--- src/rtl/dibit_symbol_mapper.sv ---
// Splits parallel words into MSB-first dibits and holds each one for SYMBOL_CYCLES clocks on sel1/sel0.
// Define DIBIT_SYMBOL_MAPPER_GRAY_EN for Gray-coded selects; the default build uses natural binary.
module dibit_symbol_mapper #(
  parameter int DATA_WIDTH    = 8,
  parameter int SYMBOL_CYCLES = 4
) (
  input  logic                  clk,
  input  logic                  rst,
  input  logic [DATA_WIDTH-1:0] data_in,
  input  logic                  data_valid,
  output logic                  data_ready,
  output logic                  sel1,
  output logic                  sel0,
  output logic                  sym_valid,
  output logic                  sym_strobe,
  output logic                  busy
);

  localparam int SYMS   = DATA_WIDTH / 2;
  localparam int IDX_W  = (SYMS > 1) ? $clog2(SYMS) : 1;
  localparam int HOLD_W = (SYMBOL_CYCLES > 1) ? $clog2(SYMBOL_CYCLES) : 1;

  typedef enum logic {IDLE, SEND} state_t;

  state_t                state, state_nxt;
  logic [DATA_WIDTH-1:0] shift_reg, shift_nxt, shifted;
  logic [IDX_W-1:0]      sym_idx, sym_idx_nxt;
  logic [HOLD_W-1:0]     hold_cnt, hold_nxt;
  logic [1:0]            sel_nxt;
  logic                  valid_nxt, strobe_nxt;
  logic                  last_sym, last_hold, accept;

  function automatic logic [1:0] map_dibit(input logic [1:0] d);
`ifdef DIBIT_SYMBOL_MAPPER_GRAY_EN
    return {d[1], d[1] ^ d[0]};
`else
    return d;
`endif
  endfunction

  assign last_sym   = (sym_idx == IDX_W'(SYMS - 1));
  assign last_hold  = (hold_cnt == HOLD_W'(SYMBOL_CYCLES - 1));
  // Reset blocks acceptance so a word offered during reset is never taken.
  assign data_ready = !rst && ((state == IDLE) || (last_sym && last_hold));
  assign accept     = data_valid && data_ready;
  assign shifted    = shift_reg << 2;
  assign busy       = sym_valid;

  always_comb begin
    state_nxt   = state;
    shift_nxt   = shift_reg;
    sym_idx_nxt = sym_idx;
    hold_nxt    = hold_cnt;
    sel_nxt     = {sel1, sel0};
    valid_nxt   = sym_valid;
    strobe_nxt  = 1'b0;

    if (accept) begin
      // Taking a word from IDLE or from the last cycle of the previous word is identical.
      state_nxt   = SEND;
      shift_nxt   = data_in;
      sym_idx_nxt = '0;
      hold_nxt    = '0;
      sel_nxt     = map_dibit(data_in[DATA_WIDTH-1 -: 2]);
      valid_nxt   = 1'b1;
      strobe_nxt  = 1'b1;
    end else begin
      case (state)
        IDLE: begin
          sel_nxt   = 2'b00;
          valid_nxt = 1'b0;
        end
        SEND: begin
          if (!last_hold) begin
            hold_nxt = hold_cnt + HOLD_W'(1);
          end else if (!last_sym) begin
            shift_nxt   = shifted;
            sym_idx_nxt = sym_idx + IDX_W'(1);
            hold_nxt    = '0;
            sel_nxt     = map_dibit(shifted[DATA_WIDTH-1 -: 2]);
            strobe_nxt  = 1'b1;
          end else begin
            state_nxt = IDLE;
            sel_nxt   = 2'b00;
            valid_nxt = 1'b0;
          end
        end
        default: state_nxt = IDLE;
      endcase
    end
  end

  always_ff @(posedge clk) begin
    if (rst) begin
      state      <= IDLE;
      shift_reg  <= '0;
      sym_idx    <= '0;
      hold_cnt   <= '0;
      sel1       <= 1'b0;
      sel0       <= 1'b0;
      sym_valid  <= 1'b0;
      sym_strobe <= 1'b0;
    end else begin
      state      <= state_nxt;
      shift_reg  <= shift_nxt;
      sym_idx    <= sym_idx_nxt;
      hold_cnt   <= hold_nxt;
      sel1       <= sel_nxt[1];
      sel0       <= sel_nxt[0];
      sym_valid  <= valid_nxt;
      sym_strobe <= strobe_nxt;
    end
  end

endmodule

--- config.mk ---
export PLATFORM = sky130hd
export DESIGN_NAME = dibit_symbol_mapper
export DESIGN_NICKNAME = d
export VERILOG_FILES = /design/src/rtl/dibit_symbol_mapper.sv
export SDC_FILE = /design/constraint.sdc
export NUM_CORES = 1
export LEC_CHECK = 0
export ABC_AREA = 1
export CAP_MARGIN = 20
export CORE_UTILIZATION = 27
export CTS_BUF_LIST = sky130_fd_sc_hd__clkbuf_4 sky130_fd_sc_hd__clkbuf_8 sky130_fd_sc_hd__clkbuf_16
export DETAILED_ROUTE_END_ITERATION = 6
export PLACE_DENSITY = 0.46
export SKIP_CTS_REPAIR_TIMING = 1
export SYNTH_ARGS = -nofsm -noshare
export SYNTH_HDL_FRONTEND = slang
export SYNTH_SLANG_ARGS = --single-unit
--- constraint.sdc ---
create_clock -name clk -period 3.11 [get_ports clk]
set_clock_uncertainty 0.1 [all_clocks]
set_input_delay 0.311 -clock clk [delete_from_list [all_inputs] [get_ports clk]]
set_output_delay 0.311 -clock clk [all_outputs]
set_load 0.005 [all_outputs]
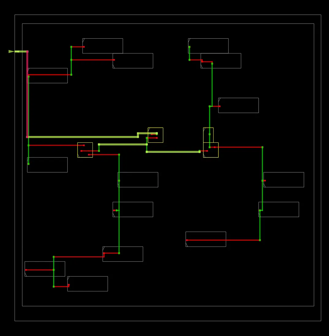
Figure 1: the clock network.
FFs & Latches: 15
Num Clock Sinks: 15
clk ins delay skew pair: 0.29 ns
CTS buffer count: 3
final-layout clock buffer total: 3

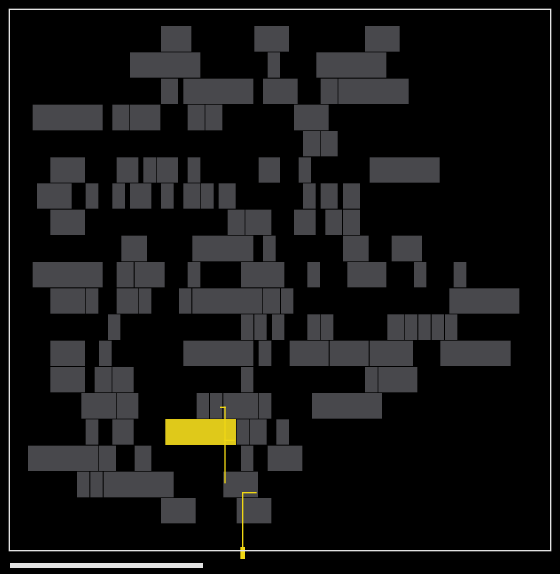
Figure 2: nets reached from selected ports.
The bar under the picture is 20 um long.
- yellow: `busy` (bits 1; direction output; edge bottom; end cells 1; buffers 1; wire 16.2 um)

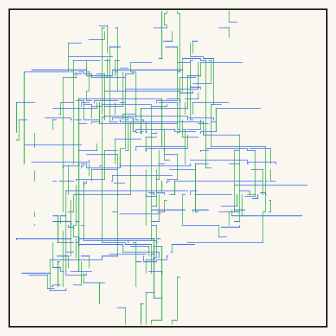
Figure 3: metal layers overlaid.
Only two layers are drawn.
- blue: metal 1 (wire length 835 um)
- green: metal 2 (wire length 804 um)
GRT Resource Usage Total: 0.1212
Post-Route WL: 1.716 mm
DR vias: 676

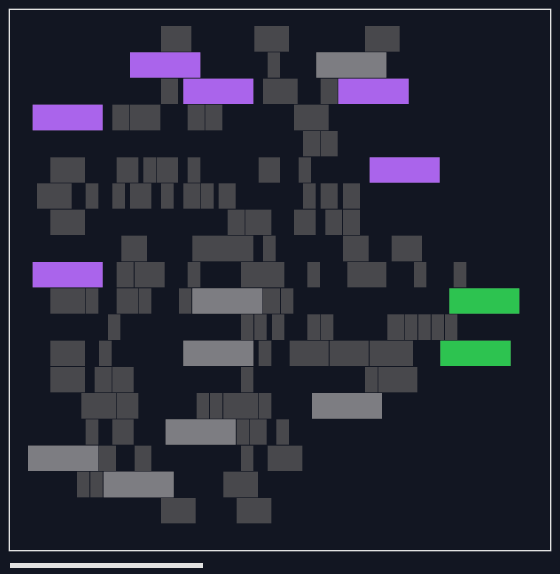
Figure 4: where the registers sit.
The bar under the picture is 20 um long.
- purple: `shift_reg` (placed flops 6)
- green: `sym_idx` (placed flops 2)
Reg area: 300.3 sq um
Seq area share: 0.3129
Layout Utilization: 0.3480
power in sequential cells: 0.208 mW

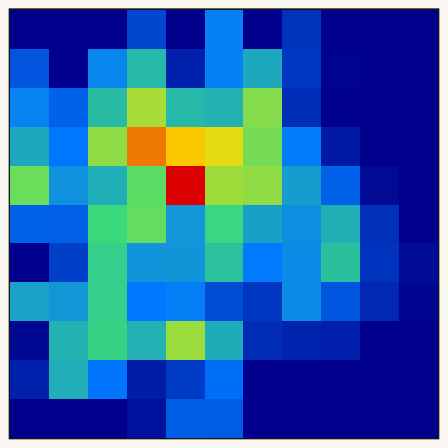
Figure 5: wire density map.
11 x 11 tiles, from dark blue (low) to red (high), scaled to the fullest tile. Values are wire area over tile area, all layers added.
- emptiest ninth of the die: upper right
- fullest tile: 0.38
- nearly empty tiles: 31%
- mean over tiles: 0.084
- densest ninth of the die: center
- tiles over half the peak: 12%

==> run notes <==
impl run done, here's what came out: Worst-path clk slew=0.10 ns, ys flops=15, DR pass1 iterations=4, count leader, synth=nand2_1, cell type with the largest total area=dfxtp_1, Area leader share=0.3810, Largest register FFs=6, RSZ-0062 raised after global routing=false, Area after DPL=932.1 sq um, clk pwr=0.116 mW, Post-layout nets=130, run status=completed, H-tree depth=1, DIE HEIGHT=56.03 um, Rel. slew slack=0.7004, CP required=2.70 ns, Int Power=0.2826 mW, Top Consumer=sequential cells, CP dominant cell by count=nand2_4, vias per cell=4.599, Max Freq=420.6 MHz, Synth warnings=0
==> cell type report <==
class / instances / area [sq um] / area share
Clock buffer: 3 / 22.52 / 0.02347
Clock inverter: 1 / 5.005 / 0.005215
Inverter: 15 / 56.30 / 0.05867
Multi-Input combinational cell: 66 / 376.6 / 0.3924
Sequential cell: 15 / 300.3 / 0.3129
Tap cell: 31 / 38.79 / 0.04042
Timing Repair Buffer: 16 / 160.2 / 0.1669
==> worst paths after layout <==
kind	slack [ns]	to	cells after the start
max	0.73	data_ready	6
min	0.40	shift_reg[1]	2
max reg2reg	1.44	hold_cnt[0]	8
min reg2reg	0.40	shift_reg[1]	2
Power is estimated from default activity; no workload was simulated.
